<file path="config.mk">
export PLATFORM = sky130hd
export DESIGN_NAME = mem_port_arbiter
export DESIGN_NICKNAME = d
export VERILOG_FILES = /design/src/rtl/mem_port_arbiter.sv
export SDC_FILE = /design/constraint.sdc
export NUM_CORES = 1
export LEC_CHECK = 0
export CAP_MARGIN = 20
export CORE_MARGIN = 3
export CORE_UTILIZATION = 46
export DETAILED_ROUTE_END_ITERATION = 6
export HOLD_SLACK_MARGIN = 0.12
export PLACE_DENSITY = 0.85
export SETUP_SLACK_MARGIN = 0.15
export SYNTH_ARGS = -nofsm -noshare
export SYNTH_HDL_FRONTEND = slang
export SYNTH_SLANG_ARGS = --single-unit
</file>
<file path="constraint.sdc">
create_clock -name clk -period 7.35 [get_ports clk]
set_input_delay 0.735 -clock clk [delete_from_list [all_inputs] [get_ports clk]]
set_output_delay 0.735 -clock clk [all_outputs]
set_load 0.02 [all_outputs]
</file>
<file path="src/rtl/mem_port_arbiter.sv">
// mem_port_arbiter: shares one single-ported memory between the core's
// instruction-fetch port and its load/store port. Each access is a req/ack
// handshake with the memory. Data normally wins arbitration, but after
// DATA_STREAK_MAX consecutive data grants with a fetch waiting, the fetch goes
// next. A wait timeout aborts an access to a dead memory and sets a sticky error.
module mem_port_arbiter #(
    parameter int WORD_BITWIDTH   = 32,
    parameter int TIMEOUT_CYCLES  = 15,
    parameter int DATA_STREAK_MAX = 2
) (
    input  logic                     clk,
    input  logic                     rst,
    input  logic                     inst_ce_i,
    input  logic [WORD_BITWIDTH-1:0] inst_addr_i,
    output logic [WORD_BITWIDTH-1:0] inst_o,
    output logic                     inst_ready_o,
    input  logic                     data_ce_i,
    input  logic                     data_we_i,
    input  logic [WORD_BITWIDTH-1:0] data_addr_i,
    input  logic [WORD_BITWIDTH-1:0] data_wdata_i,
    output logic [WORD_BITWIDTH-1:0] data_rdata_o,
    output logic                     data_ready_o,
    output logic                     mem_req_o,
    output logic                     mem_we_o,
    output logic [WORD_BITWIDTH-1:0] mem_addr_o,
    output logic [WORD_BITWIDTH-1:0] mem_wdata_o,
    input  logic [WORD_BITWIDTH-1:0] mem_rdata_i,
    input  logic                     mem_ack_i,
    output logic                     stall_o,
    output logic                     err_o
);

    // Timeout counter only has to reach TIMEOUT_CYCLES-1; keep at least one bit
    // so the design still elaborates when the timeout is disabled.
    localparam int TO_W     = (TIMEOUT_CYCLES > 0) ? $clog2(TIMEOUT_CYCLES + 1) : 1;
    localparam int STREAK_W = (DATA_STREAK_MAX > 0) ? $clog2(DATA_STREAK_MAX + 1) : 1;

    localparam logic [TO_W-1:0]     TO_LAST    = (TIMEOUT_CYCLES > 0) ? TO_W'(TIMEOUT_CYCLES - 1) : '0;
    localparam logic [STREAK_W-1:0] STREAK_MAX = STREAK_W'(DATA_STREAK_MAX);

    typedef enum logic [1:0] {
        IDLE   = 2'd0,
        D_WAIT = 2'd1,
        I_WAIT = 2'd2,
        RESP   = 2'd3
    } state_t;

    state_t                   state_q;
    logic [STREAK_W-1:0]      streak_q;
    logic [STREAK_W-1:0]      streak_d;
    logic [TO_W-1:0]          to_cnt_q;

    logic [WORD_BITWIDTH-1:0] inst_q;
    logic                     inst_ready_q;
    logic [WORD_BITWIDTH-1:0] data_rdata_q;
    logic                     data_ready_q;
    logic                     mem_req_q;
    logic                     mem_we_q;
    logic [WORD_BITWIDTH-1:0] mem_addr_q;
    logic [WORD_BITWIDTH-1:0] mem_wdata_q;
    logic                     err_q;

    logic                     grant_data;
    logic                     grant_inst;
    logic                     to_expire;

    // Data wins unless a waiting fetch has already been passed over too often.
    assign grant_data = data_ce_i && !(inst_ce_i && (streak_q == STREAK_MAX));
    assign grant_inst = !grant_data && inst_ce_i;
    assign to_expire  = (TIMEOUT_CYCLES != 0) && (to_cnt_q == TO_LAST);

    // Next streak value, applied only when a grant is actually made.
    always_comb begin
        // NOTE: every variable assigned here gets a default first, so no path can infer a latch.
        streak_d = '0;
        if (grant_data && inst_ce_i) begin
            streak_d = (streak_q == STREAK_MAX) ? streak_q : streak_q + STREAK_W'(1);
        end
    end

    // Access sequencer: arbitration, handshake, timeout and registered outputs.
    always_ff @(posedge clk or posedge rst) begin
        if (rst) begin
            state_q      <= IDLE;
            streak_q     <= '0;
            to_cnt_q     <= '0;
            inst_q       <= '0;
            inst_ready_q <= 1'b0;
            data_rdata_q <= '0;
            data_ready_q <= 1'b0;
            mem_req_q    <= 1'b0;
            mem_we_q     <= 1'b0;
            mem_addr_q   <= '0;
            mem_wdata_q  <= '0;
            err_q        <= 1'b0;
        end else begin
            // NOTE: non-blocking assignments so every register here sees pre-edge values.
            case (state_q)
                IDLE: begin
                    if (grant_data) begin
                        mem_addr_q  <= data_addr_i;
                        mem_we_q    <= data_we_i;
                        mem_wdata_q <= data_wdata_i;
                        mem_req_q   <= 1'b1;
                        to_cnt_q    <= '0;
                        streak_q    <= streak_d;
                        state_q     <= D_WAIT;
                    end else if (grant_inst) begin
                        mem_addr_q <= inst_addr_i;
                        mem_we_q   <= 1'b0;
                        mem_req_q  <= 1'b1;
                        to_cnt_q   <= '0;
                        streak_q   <= streak_d;
                        state_q    <= I_WAIT;
                    end
                end

                D_WAIT, I_WAIT: begin
                    if (mem_ack_i) begin
                        // Ack beats a timeout landing on the same edge.
                        mem_req_q <= 1'b0;
                        if (state_q == D_WAIT) begin
                            data_rdata_q <= mem_we_q ? '0 : mem_rdata_i;
                            data_ready_q <= 1'b1;
                        end else begin
                            inst_q       <= mem_rdata_i;
                            inst_ready_q <= 1'b1;
                        end
                        state_q <= RESP;
                    end else if (to_expire) begin
                        mem_req_q <= 1'b0;
                        err_q     <= 1'b1;
                        if (state_q == D_WAIT) begin
                            data_rdata_q <= '0;
                            data_ready_q <= 1'b1;
                        end else begin
                            inst_q       <= '0;
                            inst_ready_q <= 1'b1;
                        end
                        state_q <= RESP;
                    end else begin
                        to_cnt_q <= to_cnt_q + TO_W'(1);
                    end
                end

                RESP: begin
                    // One-cycle pulse; no grant here so a still-held ce is not served twice.
                    inst_ready_q <= 1'b0;
                    data_ready_q <= 1'b0;
                    state_q      <= IDLE;
                end

                default: state_q <= IDLE;
            endcase
        end
    end

    assign inst_o       = inst_q;
    assign inst_ready_o = inst_ready_q;
    assign data_rdata_o = data_rdata_q;
    assign data_ready_o = data_ready_q;
    assign mem_req_o    = mem_req_q;
    assign mem_we_o     = mem_we_q;
    assign mem_addr_o   = mem_addr_q;
    assign mem_wdata_o  = mem_wdata_q;
    assign err_o        = err_q;

    assign stall_o = (inst_ce_i & ~inst_ready_q) | (data_ce_i & ~data_ready_q);

endmodule

</file>
Figure 1. Met2 routing.
Drawn at 2 px/µm.
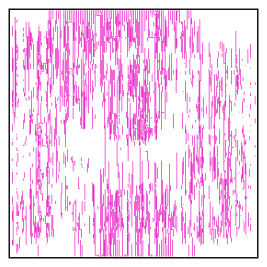
longest straight run	51.3 µm
share of all routed wire	53%
vias after detailed routing: 4864
Routed WL: 17000 µm
met2 Use GR: 0.403

Figure 2. Clock wiring as the flow saved it.
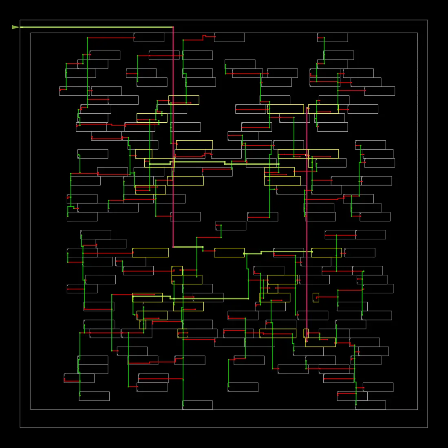
Flop Count: 141
TritonCTS Buffers: 17
Fin Clk Skew: 0.00896 ns
clk pwr: 0.000953 W
Clock Latency Late Sink: 0.41 ns

Figure 3. Power grid.
Drawn at 3 px/µm. Pins as bars on the die edge. Tap cells in grey.
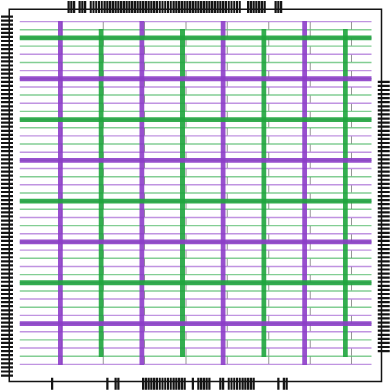
colour	net
green	VDD
purple	VSS
tap cells	176
met4 straps	8

==> reports/results.ini <==
[run_status]
outcome=finished, final reports clean

[detailed_routing]
drt-pass1-iter-count=4
routed-wl-met3_um=1300
routedWlPerCell_um=17.6
drtAntennaViolNets=0
routed.top_layer=met4
wl_met2_um=9060

[sta]
hold_viol=0
timing.fmax_mhz=320
min_period_over_period=0.426
report.final.slew_viol_count=0
worst_pin_slew_ns=0.762
setup_viol=0
fin_crit_ns=3.13
rsz0062_at_grt=false
max_slew_margin=0.490
fin_setup_tns_ns=0

[synth]
ys_cells=513
yosys.area_share.aoi=0.0529
numSynthFlops=141
mux_area_frac=0.243
flop_cell=dfrtp_1
top_area_cell=dfrtp_1
ys_sh_simple=0.0921
synth-edff-count=0
ys_sh_xor=0
top_cell_area_share=0.555
synth_area_per_cell_um2=12.4
syn_inst=513
topCombFamilyByArea=multiplexers
yosysWarnings=0
yosys-top-cells-area=dfrtp_1, mux2_2, mux2i_1
yosysUniqueCellTypes=40
adder_share=0.0157

[final_layout]
area_growth_syn_to_layout_pct=55.0
final_util=0.735
comb_share=0.264
nFillCells=906
drive_gt1_frac=0.161
mostFrequentLayoutCells=clkdlybuf4s50_1, dfrtp_1, mux2_2, nand2_1, mux2i_1
nets=920
seq_share=0.358
antenna_cells=0
inv_count=26
final_common_cell=clkdlybuf4s50_1
final_area_mm2=0.00986
clk_share=0.0672

[power]
p_leak_nw=4.52
comb_power_w=0.00199
total_power_w=0.00427
cellInternalPower_w=0.00277
seqPwrFrac=0.311
p_per_area_mw_per_mm2=434
power_frac_comb=0.466
pg_seq_w=0.00133
p_sw_w=0.00150
swShare=0.351

[clock_network]
clk_path_buf_depth=2
clock_sinks=141
clkTransAtPathRegs_ns=0.06
cts_post_setup_buffers_inserted=0
postCtsHoldBufs=0
cts_htree_levels=4

[critical_path]
ff2ff_path_depth=6
r2r-start=state_q[0]
timing.rr.end=inst_o[28]
crit_chain=clkdlybuf4s50_1, inv_1, o22ai_1, clkdlybuf4s50_1
crit_slowest_cell=clkdlybuf4s50_1
startpoint_type=input pin
slowest_delay_ns=0.68
ff2ff_setup_slack_ns=4.45
crit_end=stall_o
cp.arrival_ns=2.39

[grt]
grt_max_degree=83
grt_overflow=0
grt_use_met1=0.261
grtUsageMet3=0.0618
antenna_found_initial=0

[floorplan]
die_w_um=124
chip_area_mm2=0.0153
num_rows=42

[hold_path]
hold_depth=2
holdPathEnd=mem_addr_o[27]

[place]
hpwlAfterDp_um=12700
io_buffers=267
placed_cell_area_mm2=0.00917
placed_cells=934

-- synthesized netlist by cell type (2+ instances only) --
master and number:
nor2_1 14, buf_2 9, o22ai_1 2, mux2i_1 47
nor2b_1 22, ha_1 8, clkbuf_1 12, buf_6 4
nand3_1 3, dfrtp_1 141, buf_4 4, mux2_2 56
nand2b_1 3, mux2_1 2, o21ai_0 37, nand2_1 49
and2_1 20, o31ai_1 2, mux2_4 28, inv_1 26
a21oi_1 4, or3_1 2
-- critical path, delay by kind of cell --
family	cells	cell delay, ns
buf+inv	3	1.47
compound gates	1	0.19
-- registers in the layout, summed over array words and instances (netlist names), 2 cells and up, named ones only --
register,flops
inst_o,32
to_cnt_q,4
mem_addr_o,32
data_rdata_o,32
mem_wdata_o,32
streak_q,2
state_q,2
No activity file was given, so power comes from the tool's default toggle rates.
